Run 1, cell placement:
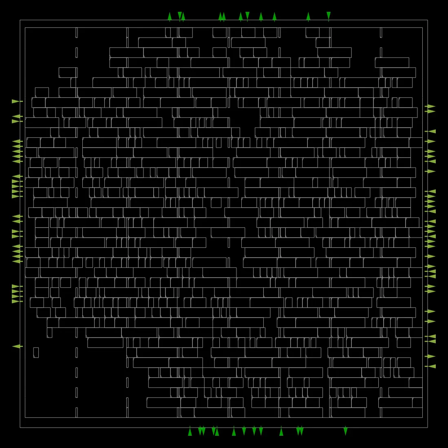
Run 1, placement by cell class:
Fill, decap, tap and diode cells in grey.
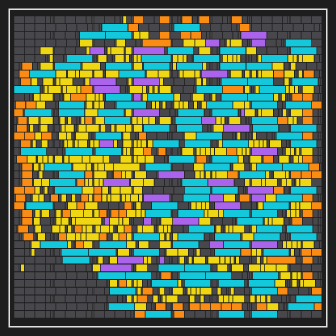
Run 1, nets reached from selected ports:
Scale bar: 20 microns.
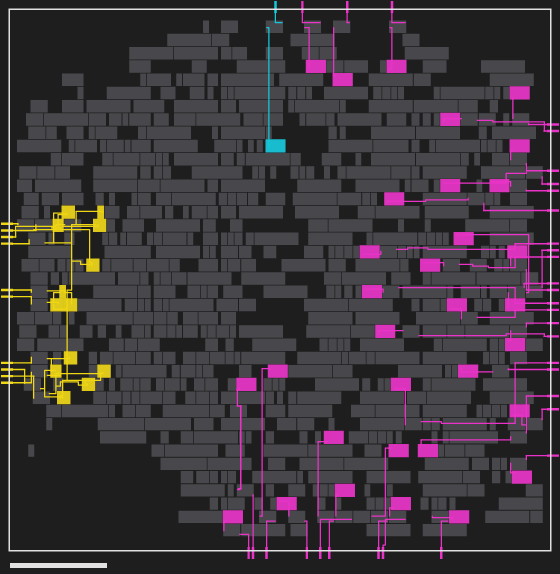
## src/rtl/mm2st_s2l_if.sv

```systemverilog
// Avalon-MM read port plus Avalon-ST source of the short-to-long readout engine.
// master = engine side, slave = RAM/sink side.
interface mm2st_s2l_if #(
    parameter int ADDR_W = 9
);
    logic [ADDR_W-1:0] mm_address;
    logic              mm_chipselect;
    logic              mm_clken;
    logic              mm_write;
    logic [15:0]       mm_readdata;

    logic [31:0]       st_data;
    logic              st_valid;
    logic              st_ready;
    logic              st_startofpacket;
    logic              st_endofpacket;
    logic [1:0]        st_empty;

    modport master (
        output mm_address, mm_chipselect, mm_clken, mm_write,
        input  mm_readdata,
        output st_data, st_valid, st_startofpacket, st_endofpacket, st_empty,
        input  st_ready
    );

    modport slave (
        input  mm_address, mm_chipselect, mm_clken, mm_write,
        output mm_readdata,
        input  st_data, st_valid, st_startofpacket, st_endofpacket, st_empty,
        output st_ready
    );
endinterface

```

## src/rtl/mm2st_s2l.sv

```systemverilog
// Reads len 16-bit RAM words over Avalon-MM and emits them packed in pairs on Avalon-ST.
// Optional MM2ST_SEQNUM_EN: prefix each packet with a {16'hBEEF, seq} header beat.
module mm2st_s2l #(
    parameter int ADDR_W = 9,
    parameter int RD_LAT = 1
) (
    input  logic            clk,
    input  logic            rst,
    input  logic            start,
    input  logic [ADDR_W:0] len,
    output logic            busy,
    output logic            done,
    mm2st_s2l_if.master     bus
);
    typedef enum logic [1:0] {S_IDLE, S_READ, S_DRAIN, S_DONE} state_t;

    typedef struct packed {
        logic [31:0] data;
        logic        sop;
        logic        eop;
        logic [1:0]  empty;
    } beat_t;

    typedef struct packed {
        logic odd;
        logic pair0;
        logic last;
    } tag_t;

    localparam logic [ADDR_W:0] MAX_LEN = {1'b1, {ADDR_W{1'b0}}};

    state_t          state, nxt;
    logic [ADDR_W:0] len_q, cnt, len_c;
    logic [1:0]      alloc;
    logic            accept, issue, last_issue;

    logic [RD_LAT:1] vld_pipe;
    tag_t            tag_pipe [RD_LAT:1];
    tag_t            tag_in, rtag;
    logic            rvld;
    logic [15:0]     hi_q;

    beat_t           mem [2];
    logic            wr_ptr, rd_ptr;
    logic [1:0]      occ;
    logic            push, pop, push_data, hdr_push;
    beat_t           push_beat, data_beat, hdr_beat, head;

    // Header beat is pushed straight into the FIFO on the accepting cycle
`ifdef MM2ST_SEQNUM_EN
    localparam bit HDR_EN = 1'b1;
    logic [15:0] seq;

    always_ff @(posedge clk or negedge rst) begin
        if (!rst)                 seq <= 16'h0;
        else if (state == S_DONE) seq <= seq + 16'h1;
    end

    assign hdr_push = accept;
    assign hdr_beat = '{data: {16'hBEEF, seq}, sop: 1'b1, eop: (len_c == '0), empty: 2'd0};
`else
    localparam bit HDR_EN = 1'b0;
    assign hdr_push = 1'b0;
    assign hdr_beat = '0;
`endif

    assign len_c  = (len > MAX_LEN) ? MAX_LEN : len;
    // done is registered, so the IDLE cycle carrying it must not accept a start
    assign accept = start && (state == S_IDLE) && !done;

    // A fresh pair needs a free beat slot; the second word of a pair already owns one
    assign issue      = (state == S_READ) && (cnt < len_q) && (cnt[0] || alloc != 2'd2);
    assign last_issue = issue && (cnt == len_q - 1'b1);

    assign tag_in = '{odd: cnt[0], pair0: (cnt[ADDR_W:1] == '0), last: (cnt == len_q - 1'b1)};

    always_ff @(posedge clk or negedge rst) begin
        if (!rst) state <= S_IDLE;
        else      state <= nxt;
    end

    always_comb begin
        nxt  = state;
        busy = 1'b0;
        case (state)
            S_IDLE: begin
                if (accept) begin
                    if (len_c != '0) nxt = S_READ;
                    else             nxt = HDR_EN ? S_DRAIN : S_DONE;
                end
            end
            S_READ: begin
                busy = 1'b1;
                if (last_issue) nxt = S_DRAIN;
            end
            S_DRAIN: begin
                busy = 1'b1;
                if (alloc == 2'd0) nxt = S_DONE;
            end
            S_DONE:  nxt = S_IDLE;
            default: nxt = S_IDLE;
        endcase
    end

    always_ff @(posedge clk or negedge rst) begin
        if (!rst) begin
            len_q <= '0;
            cnt   <= '0;
            done  <= 1'b0;
        end else begin
            done <= (state == S_DONE);
            if (accept) begin
                len_q <= len_c;
                cnt   <= '0;
            end else if (issue) begin
                cnt <= cnt + 1'b1;
            end
        end
    end

    assign bus.mm_address    = cnt[ADDR_W-1:0];
    assign bus.mm_chipselect = issue;
    assign bus.mm_clken      = issue;
    assign bus.mm_write      = 1'b0;

    always_ff @(posedge clk or negedge rst) begin
        if (!rst) begin
            vld_pipe <= '0;
            for (int i = 1; i <= RD_LAT; i++) tag_pipe[i] <= '0;
        end else begin
            vld_pipe[1] <= issue;
            tag_pipe[1] <= tag_in;
            for (int i = 2; i <= RD_LAT; i++) begin
                vld_pipe[i] <= vld_pipe[i-1];
                tag_pipe[i] <= tag_pipe[i-1];
            end
        end
    end

    assign rvld = vld_pipe[RD_LAT];
    assign rtag = tag_pipe[RD_LAT];

    always_ff @(posedge clk or negedge rst) begin
        if (!rst)                   hi_q <= 16'h0;
        else if (rvld && !rtag.odd) hi_q <= bus.mm_readdata;
    end

    // Odd word closes a pair; an even word that is also last closes a half-filled beat
    assign push_data = rvld && (rtag.odd || rtag.last);
    always_comb begin
        data_beat.data  = rtag.odd ? {hi_q, bus.mm_readdata} : {bus.mm_readdata, 16'h0};
        data_beat.sop   = !HDR_EN && rtag.pair0;
        data_beat.eop   = rtag.last;
        data_beat.empty = (rtag.last && !rtag.odd) ? 2'd2 : 2'd0;
    end

    assign push      = push_data || hdr_push;
    assign push_beat = hdr_push ? hdr_beat : data_beat;
    assign head      = mem[rd_ptr];
    assign pop       = (occ != 2'd0) && bus.st_ready;

    always_ff @(posedge clk or negedge rst) begin
        if (!rst) begin
            mem[0] <= '0;
            mem[1] <= '0;
            wr_ptr <= 1'b0;
            rd_ptr <= 1'b0;
            occ    <= 2'd0;
            alloc  <= 2'd0;
        end else begin
            if (push) begin
                mem[wr_ptr] <= push_beat;
                wr_ptr      <= ~wr_ptr;
            end
            if (pop) rd_ptr <= ~rd_ptr;
            occ   <= occ + {1'b0, push} - {1'b0, pop};
            alloc <= alloc + {1'b0, (issue && !cnt[0]) || hdr_push} - {1'b0, pop};
        end
    end

    assign bus.st_valid         = (occ != 2'd0);
    assign bus.st_data          = head.data;
    assign bus.st_startofpacket = head.sop;
    assign bus.st_endofpacket   = head.eop;
    assign bus.st_empty         = head.empty;
endmodule
```

## src/flat_wrapper.sv

```systemverilog
// flat-port wrapper written by rule: the top's interface ports become plain ports
module mm2st_s2l_flat 
#(
    parameter int ADDR_W = 9,
    parameter int RD_LAT = 1
)
  (clk, rst, start, len, busy, done, bus_mm_address, bus_mm_chipselect, bus_mm_clken, bus_mm_write, bus_mm_readdata, bus_st_data, bus_st_valid, bus_st_startofpacket, bus_st_endofpacket, bus_st_empty, bus_st_ready);
  mm2st_s2l_if #(.ADDR_W(ADDR_W)) bus_i ();
  input  logic clk;
  input  logic rst;
  input  logic start;
  input  logic [ADDR_W:0] len;
  output logic busy;
  output logic done;
  output wire logic [$bits(bus_i.mm_address)-1:0] bus_mm_address;
  output wire logic [$bits(bus_i.mm_chipselect)-1:0] bus_mm_chipselect;
  output wire logic [$bits(bus_i.mm_clken)-1:0] bus_mm_clken;
  output wire logic [$bits(bus_i.mm_write)-1:0] bus_mm_write;
  input wire logic [$bits(bus_i.mm_readdata)-1:0] bus_mm_readdata;
  output wire logic [$bits(bus_i.st_data)-1:0] bus_st_data;
  output wire logic [$bits(bus_i.st_valid)-1:0] bus_st_valid;
  output wire logic [$bits(bus_i.st_startofpacket)-1:0] bus_st_startofpacket;
  output wire logic [$bits(bus_i.st_endofpacket)-1:0] bus_st_endofpacket;
  output wire logic [$bits(bus_i.st_empty)-1:0] bus_st_empty;
  input wire logic [$bits(bus_i.st_ready)-1:0] bus_st_ready;
  assign bus_mm_address = bus_i.mm_address;
  assign bus_mm_chipselect = bus_i.mm_chipselect;
  assign bus_mm_clken = bus_i.mm_clken;
  assign bus_mm_write = bus_i.mm_write;
  assign bus_i.mm_readdata = bus_mm_readdata;
  assign bus_st_data = bus_i.st_data;
  assign bus_st_valid = bus_i.st_valid;
  assign bus_st_startofpacket = bus_i.st_startofpacket;
  assign bus_st_endofpacket = bus_i.st_endofpacket;
  assign bus_st_empty = bus_i.st_empty;
  assign bus_i.st_ready = bus_st_ready;
  mm2st_s2l #(.ADDR_W(ADDR_W), .RD_LAT(RD_LAT)) u_core (.clk(clk), .rst(rst), .start(start), .len(len), .busy(busy), .done(done), .bus(bus_i));
endmodule
```

## config.mk

```make
export PLATFORM = sky130hd
export DESIGN_NAME = mm2st_s2l_flat
export DESIGN_NICKNAME = d
export VERILOG_FILES = /design/src/rtl/mm2st_s2l_if.sv /design/src/rtl/mm2st_s2l.sv /design/src/flat_wrapper.sv
export SDC_FILE = /design/constraint.sdc
export NUM_CORES = 1
export LEC_CHECK = 0
export CAP_MARGIN = 5
export CORE_MARGIN = 1
export CORE_UTILIZATION = 50
export CTS_CLUSTER_DIAMETER = 30
export DETAILED_ROUTE_END_ITERATION = 10
export GPL_TIMING_DRIVEN = 0
export PLACE_DENSITY = 0.77
export REMOVE_ABC_BUFFERS = 1
export SYNTH_ARGS = -nofsm -noshare
export SYNTH_HDL_FRONTEND = slang
export SYNTH_SLANG_ARGS = --single-unit
```

## constraint.sdc

```tcl
create_clock -name clk -period 2.5 [get_ports clk]
set_input_delay 0.25 -clock clk [delete_from_list [all_inputs] [get_ports clk]]
set_output_delay 0.25 -clock clk [all_outputs]
set_load 0.01 [all_outputs]
```

==> results_slide.txt, run 1 <==
Key Metrics from the Run

Logic synthesis
  – Yosys simple share: 13.2%
  – Cell area leaders: dfrtp_1, mux2_2, o21ai_0, nand2_1, ha_1
  – Count leader, synth: dfrtp_1
  – Yosys top cell area share: 50.2%
  – Part of the Yosys area used for sequential elements: 50.2%
  – Cell type with the largest total area: dfrtp_1

Final timing
  – F_max: 398 MHz
  – Fin. max-slew vios: 0
  – Setup ws final: -15.4 ps
  – Final setup viols: 2
  – Worst hold slack: 412 ps

Final layout
  – Sequential Area: 0.00300 sq mm
  – Layout net count: 717
  – Logic area: 0.00271 sq mm
  – Logic share of the area: 35.3%
  – Top cells excl fill/tap: dfrtp_1, nand2_1, o21ai_0

Detailed routing
  – Met1 Wirelength: 5950 microns
  – Metal2 WL: 6680 microns
  – Total wire length: 13,500 microns

Floorplanning
  – Initial Util: 51.7%
  – DIE HEIGHT: 111 microns

Global routing
  – Largest net degree at the start of global routing: 73
  – First-pass GRT wire length: 22,300 microns
  – Total grt overflow: 0
  – Total track usage: 22.6%
  – GRT Max-Usage Layer: met2

Placement
  – GP Congestion: 0.854

Worst setup path
  – WP data arrival: 2800 ps
  – Worst Reg-to-Reg Cells: 9

Status
  – Status: finished, violations left
  – Failing checks: negative setup slack

CTS
  – TritonCTS Buffers: 17

Pwr
  – Comb power frac: 42.3%
  – Psw: 3.50 mW
  – Peak supply drop: 0.000811 V
  – Largest Pwr Group: combinational cells
About 'cell placement':
core area: 0.0115 sq mm
final core area utilization: 66.9%

About 'placement by cell class':
Key: cyan = sequential cells [cells 119, share of their area 40%]; yellow = remaining logic cells [cells 420, share of their area 37%]; purple = clock drivers and dummy loads [cells 32, share of their area 8.3%]; orange = remaining buffers and delay cells [cells 108, share of their area 14%]

About 'nets reached from selected ports':
Key: cyan = bus_st_endofpacket [direction output, end cells 1, buffers 1, wire 28.9 microns]; yellow = len [direction input, end cells 13, buffers 10, wire 238 microns]; magenta = bus_st_data [direction output, end cells 32, buffers 32, wire 659 microns]
boundary pin count: 81
number of port buffers: 78

==> run 2: changes to the inputs <==
- CAP_MARGIN: 5 -> 25
Run 2, placement by cell class:
Fill, decap, tap and diode cells in grey.
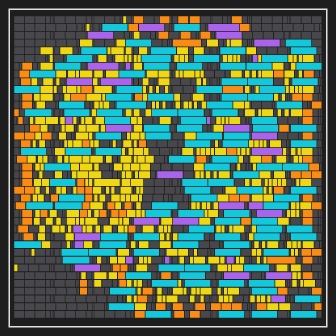
Key: yellow = remaining logic cells [cells 420, share of their area 37%]; orange = remaining buffers and delay cells [cells 107, share of their area 14%]; cyan = sequential cells [cells 119, share of their area 40%]; purple = clock drivers and dummy loads [cells 32, share of their area 8.5%]
post-layout instance area: 0.00765 sq mm
final core area utilization: 66.7%

==> results_slide.txt, run 2 <==
Key Metrics from the Run

Status
  – Status: finished, violations left (unchanged)
  – Failing checks: negative setup slack (unchanged)

Final timing
  – Worst hold slack: 400 ps (was 412 ps)
  – Fin. max-slew vios: 0 (unchanged)
  – Final setup viols: 2 (unchanged)
  – Setup ws final: -10.5 ps (was -15.4 ps)

Global routing
  – First-pass GRT wire length: 22,700 microns (was 22,300 microns)
  – Total grt overflow: 0 (unchanged)
  – Total track usage: 23.3% (was 22.6%)
  – Largest net degree at the start of global routing: 73 (unchanged)

Logic synthesis
  – Part of the Yosys area used for sequential elements: 50.2% (unchanged)
  – Yosys simple share: 13.2% (unchanged)
  – Count leader, synth: dfrtp_1 (unchanged)
  – Yosys top cell area share: 50.2% (unchanged)
  – Cell type with the largest total area: dfrtp_1 (unchanged)

Final layout
  – Logic area: 0.00270 sq mm (was 0.00271 sq mm)
  – Sequential Area: 0.00300 sq mm (about the same)
  – Top cells excl fill/tap: dfrtp_1, nand2_1, o21ai_0 (unchanged)
  – Layout net count: 716 (was 717)

Worst setup path
  – Worst Reg-to-Reg Cells: 10 (was 9)

Pwr
  – Psw: 3.54 mW (was 3.50 mW)
  – Peak supply drop: 0.000826 V (was 0.000811 V)
  – Largest Pwr Group: combinational cells (unchanged)
  – Comb power frac: 41.9% (was 42.3%)

Placement
  – Number of port buffers: 78 (unchanged)

Floorplanning
  – Core area: 0.0115 sq mm (unchanged)
  – DIE HEIGHT: 111 microns (unchanged)
  – Boundary pin count: 81 (unchanged)
Run 2, routed metal, one colour a layer:
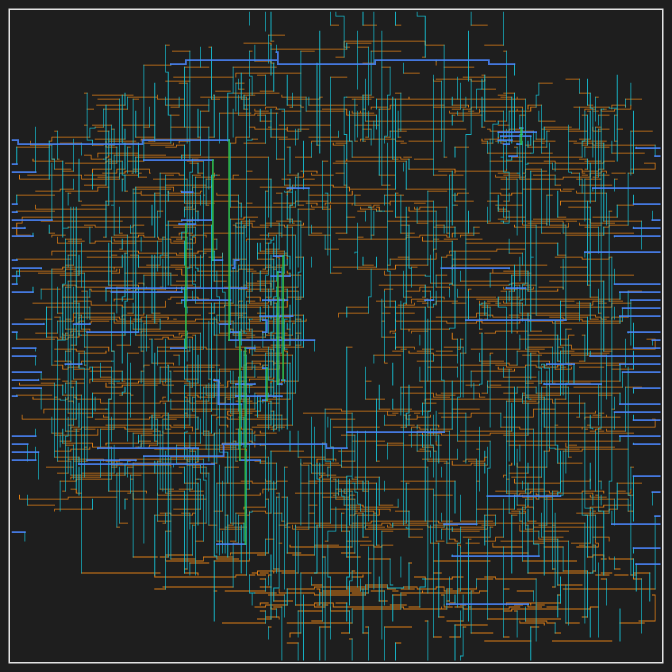
Key: cyan = M2 [wire length 6,670 microns]; blue = M3 [wire length 718 microns]; green = M4 [wire length 175 microns]; orange = M1 [wire length 5,860 microns]

Power figures rest on the tool's default switching activity, not on a simulated workload.
